`src/rtl/mult_defs.sv`:
```
// Shared definitions for the sequential shift-add multiplier: state encodings
// and iteration count.
package mult_defs;

    typedef enum logic [1:0] {
        S_IDLE = 2'b00,
        S_RUN  = 2'b01,
        S_DONE = 2'b10
    } state_t;

    localparam int MULT_ITERS = 32;
    localparam int CNT_W      = 6;

endpackage

```
`src/rtl/seq_mult_32bit_if.sv`:
```
// Start/busy/done handshake bundle between a requester and the multiplier.
interface seq_mult_32bit_if;

    logic        start;
    logic [31:0] mcand;
    logic [31:0] mplier;
    logic        busy;
    logic        done;
    logic [63:0] product;

    modport master (output start, mcand, mplier, input busy, done, product);
    modport slave  (input start, mcand, mplier, output busy, done, product);

endinterface

```
`src/rtl/cla_32bit.sv`:
```
// 32-bit carry-lookahead adder: 4-bit lookahead groups with group carries
// chained between groups.
module cla_32bit (
    output logic [31:0] sum,
    output logic        cout,
    input  logic [31:0] ain,
    input  logic [31:0] bin,
    input  logic        cin
);

    logic [31:0] w_g;
    logic [31:0] w_p;
    logic [32:0] w_c;

    always_comb begin
        w_g = ain & bin;
        w_p = ain ^ bin;
        w_c = '0;
        w_c[0] = cin;
        for (int blk = 0; blk < 8; blk++) begin
            // Every carry inside a group is formed directly from the group carry-in.
            w_c[blk*4+1] = w_g[blk*4] | (w_p[blk*4] & w_c[blk*4]);
            w_c[blk*4+2] = w_g[blk*4+1]
                         | (w_p[blk*4+1] & w_g[blk*4])
                         | (w_p[blk*4+1] & w_p[blk*4] & w_c[blk*4]);
            w_c[blk*4+3] = w_g[blk*4+2]
                         | (w_p[blk*4+2] & w_g[blk*4+1])
                         | (w_p[blk*4+2] & w_p[blk*4+1] & w_g[blk*4])
                         | (w_p[blk*4+2] & w_p[blk*4+1] & w_p[blk*4] & w_c[blk*4]);
            w_c[blk*4+4] = w_g[blk*4+3]
                         | (w_p[blk*4+3] & w_g[blk*4+2])
                         | (w_p[blk*4+3] & w_p[blk*4+2] & w_g[blk*4+1])
                         | (w_p[blk*4+3] & w_p[blk*4+2] & w_p[blk*4+1] & w_g[blk*4])
                         | ((&w_p[blk*4 +: 4]) & w_c[blk*4]);
        end
    end

    assign sum  = w_p ^ w_c[31:0];
    assign cout = w_c[32];

endmodule

```
`src/rtl/seq_mult_32bit.sv`:
```
// Sequential unsigned 32x32 -> 64 shift-add multiplier; one partial-product
// add per clock through a single shared cla_32bit.
module seq_mult_32bit
    import mult_defs::*;
(
    input  logic               clk,
    input  logic               rst,
    seq_mult_32bit_if.slave    bus
);

    state_t           r_state;
    logic [CNT_W-1:0] r_cnt;
    logic [31:0]      r_mcand;
    logic [31:0]      r_hi;
    logic [31:0]      r_lo;

    logic [31:0]      w_bin;
    logic [31:0]      w_sum;
    logic             w_cout;

    assign w_bin = r_lo[0] ? r_mcand : 32'd0;

    cla_32bit u_cla (
        .sum  (w_sum),
        .cout (w_cout),
        .ain  (r_hi),
        .bin  (w_bin),
        .cin  (1'b0)
    );

    always_ff @(posedge clk) begin
        if (rst) begin
            r_state <= S_IDLE;
            r_cnt   <= '0;
            r_mcand <= '0;
            r_hi    <= '0;
            r_lo    <= '0;
        end else begin
            case (r_state)
                S_IDLE, S_DONE: begin
                    if (bus.start) begin
                        r_mcand <= bus.mcand;
                        r_hi    <= '0;
                        r_lo    <= bus.mplier;
                        r_cnt   <= '0;
                        r_state <= S_RUN;
                    end else begin
                        r_state <= S_IDLE;
                    end
                end
                S_RUN: begin
                    // Carry-out is kept as bit 64 of the shifted partial product.
                    {r_hi, r_lo} <= {w_cout, w_sum, r_lo[31:1]};
                    r_cnt        <= r_cnt + 1'b1;
                    if (r_cnt == CNT_W'(MULT_ITERS - 1)) begin
                        r_state <= S_DONE;
                    end
                end
                default: r_state <= S_IDLE;
            endcase
        end
    end

    assign bus.busy    = (r_state == S_RUN);
    assign bus.done    = (r_state == S_DONE);
    assign bus.product = {r_hi, r_lo};

endmodule

```
`src/flat_wrapper.sv`:
```
// flat-port wrapper written by rule: the top's interface ports become plain ports
module seq_mult_32bit_flat import mult_defs::*;
  (clk, rst, bus_start, bus_mcand, bus_mplier, bus_busy, bus_done, bus_product);
  seq_mult_32bit_if bus_i ();
  input  logic clk;
  input  logic rst;
  input wire logic [$bits(bus_i.start)-1:0] bus_start;
  input wire logic [$bits(bus_i.mcand)-1:0] bus_mcand;
  input wire logic [$bits(bus_i.mplier)-1:0] bus_mplier;
  output wire logic [$bits(bus_i.busy)-1:0] bus_busy;
  output wire logic [$bits(bus_i.done)-1:0] bus_done;
  output wire logic [$bits(bus_i.product)-1:0] bus_product;
  assign bus_i.start = bus_start;
  assign bus_i.mcand = bus_mcand;
  assign bus_i.mplier = bus_mplier;
  assign bus_busy = bus_i.busy;
  assign bus_done = bus_i.done;
  assign bus_product = bus_i.product;
  seq_mult_32bit u_core (.clk(clk), .rst(rst), .bus(bus_i));
endmodule
```
`config.mk`:
```
export PLATFORM = sky130hd
export DESIGN_NAME = seq_mult_32bit_flat
export DESIGN_NICKNAME = d
export VERILOG_FILES = /design/src/rtl/mult_defs.sv /design/src/rtl/seq_mult_32bit_if.sv /design/src/rtl/cla_32bit.sv /design/src/rtl/seq_mult_32bit.sv /design/src/flat_wrapper.sv
export SDC_FILE = /design/constraint.sdc
export NUM_CORES = 1
export LEC_CHECK = 0
export CORE_MARGIN = 1.5
export CORE_UTILIZATION = 49
export CTS_CLUSTER_SIZE = 24
export DETAILED_ROUTE_END_ITERATION = 12
export PLACE_DENSITY = 0.82
export SETUP_SLACK_MARGIN = 0.1
export SYNTH_ARGS = -nofsm -noshare
export SYNTH_HDL_FRONTEND = slang
export SYNTH_SLANG_ARGS = --single-unit
```
`constraint.sdc`:
```
create_clock -name clk -period 4 [get_ports clk]
set_clock_uncertainty 0.05 [all_clocks]
set_input_delay 0.8 -clock clk [delete_from_list [all_inputs] [get_ports clk]]
set_output_delay 0.8 -clock clk [all_outputs]
set_load 0.02 [all_outputs]
```
==> GITHUB_STEP_SUMMARY <==
### Yosys + OpenROAD results

| Metric | Value |
|---|---|
| Status | `finished, final reports clean` |
| Tool warnings | `26` |
| Combinational share of power | `0.156` |
| Dominant logic cell types in the final layout | `131 x clkdlybuf4s50_1, 118 x nand2_1, 103 x dfxtp_1` |
| Maximum vdd drop | `183 uV` |
| Core ar. | `10300 um^2` |
| Startpoint types | `flop` |
| Seq/Total Area, Yosys | `0.404` |
| Max-area cell share | `0.404` |
| Top cell excl fill/tap | `clkdlybuf4s50_1` |
| FF-to-FF Start | `u_core.r_lo[0]` |
| Critical path startpoint | `u_core.r_lo[0]` |
| Fin cells | `864` |
| Late-Pin Clk Latency | `0.38 ns` |
| Arr. time, crit path | `~3.7 ns` |
| Yosys stat cell total | `610` |
| Setup violators final | `0` |
| Sw Ratio | `0.280` |
| Clock share of power | `0.317` |
| CTS Buffer Depth | `2` |
| R2R setup slack | `0.56 ns` |
| CP cell instances | `and2_1 > ha_1 > and4_1 > and2_4 > a221oi_2 > o21ai_1 > o21ai_2 > or2b_1 > a21o_1 > fa_1 > xor2_1 > a22oi_1 > nor2_1` |
| Routability cong. | `0.886` |
| Post-DRT Antenna Nets | `0` |
| Reg2reg path depth | `13` |
| Max incr delay on CP | `0.57 ns` |
| Top flop regs | `u_core.r_hi (32), u_core.r_lo (32), u_core.r_mcand (32)` |
| Multi-input combinational area share | `0.428` |
| Least-Margin Pin Slew | `1.21 ns` |
| First-pass GRT wire length | `21.8 mm` |
| Non-Clock Inverter Count | `11` |
| Leak pwr | `2.76 nW` |
| Primary FF master, synth | `dfxtp_1` |
| Initial antenna violation count | `0` |
| # Post-CTS Setup Buffers | `0` |
| Total CTS buffers | `9` |
| Post-synth area hogs | `dfxtp_1 40%, a21oi_1 8.8%, nand2_1 8.6%` |
| And+or+nand+nor area frac | `0.188` |
| Final Core Density | `0.659` |
| Post-synthesis mux area share | `0` |
| Fin crit period | `about 3.4 ns` |
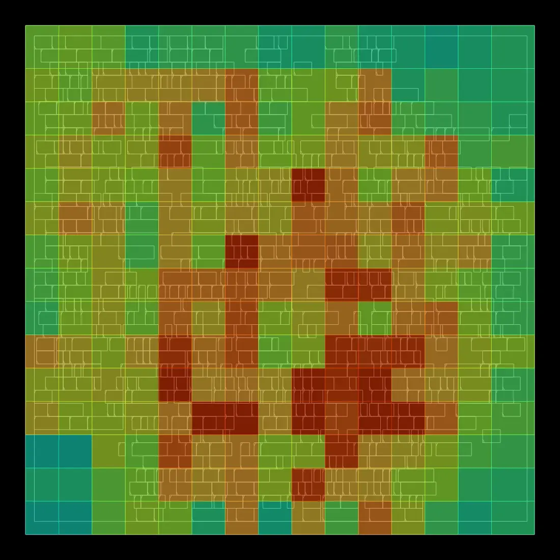
(track usage over the die)
gr usage total: 0.242
GR Util met1: 0.290
routing usage on met2: 0.416
per-cell routed wire length: 15.5 um

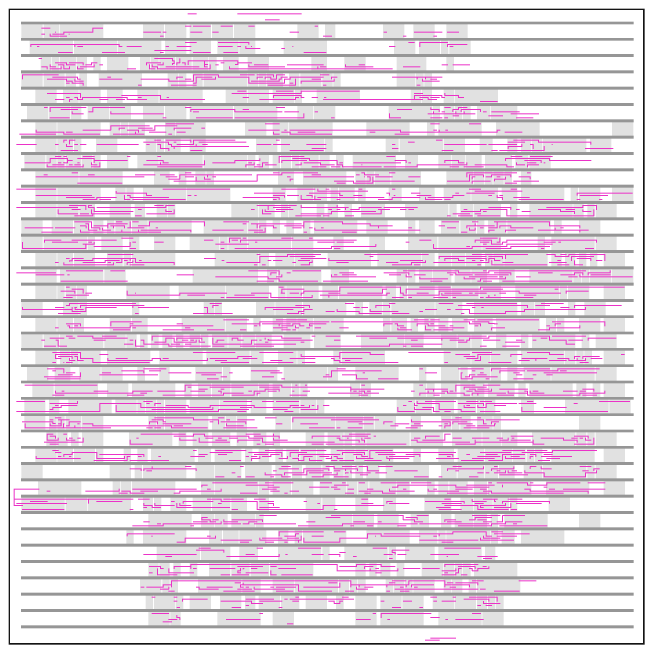
(metal 1)
Drawn at 6 px/um. Supply wires on this layer in grey. Cells faint in the background.
The layer carries 5700 um of wire. 724 nets have wire on it. The longest straight run is 29.9 um.
drt total wl: 13.4 mm
DR vias: 4770

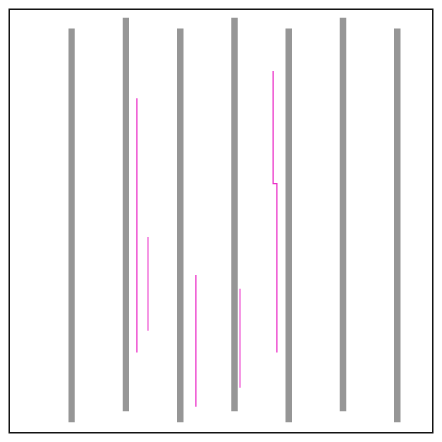
(metal 4)
Drawn at 4 px/um. Supply wires on this layer in grey.
4 nets have wire on it. The wires run mostly vertical. The layer carries 214 um of wire. The layer holds 1.6% of the routed length. The longest straight run is 63.2 um.

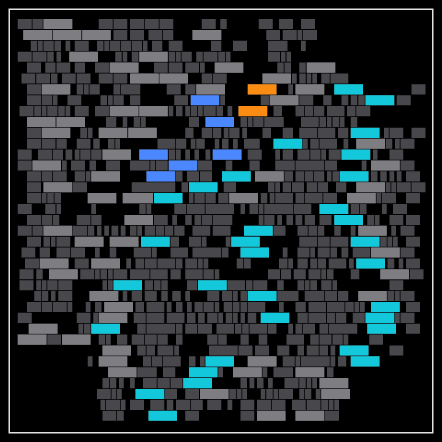
(register map, names as in the netlist)
Drawn at 4 px/um. Other sequential cells in the stronger grey, the rest of the logic in the fainter grey.
Key: cyan = `u_core.r_hi` [placed flops 32]; blue = `u_core.r_cnt` [placed flops 6]; orange = `u_core.r_state` [placed flops 2]
Another 64 sequential cells are not coloured.
fraction of area in registers: 0.308
flip-flop and latch area: 2080 um^2

Power and IR drop assume default switching activity.
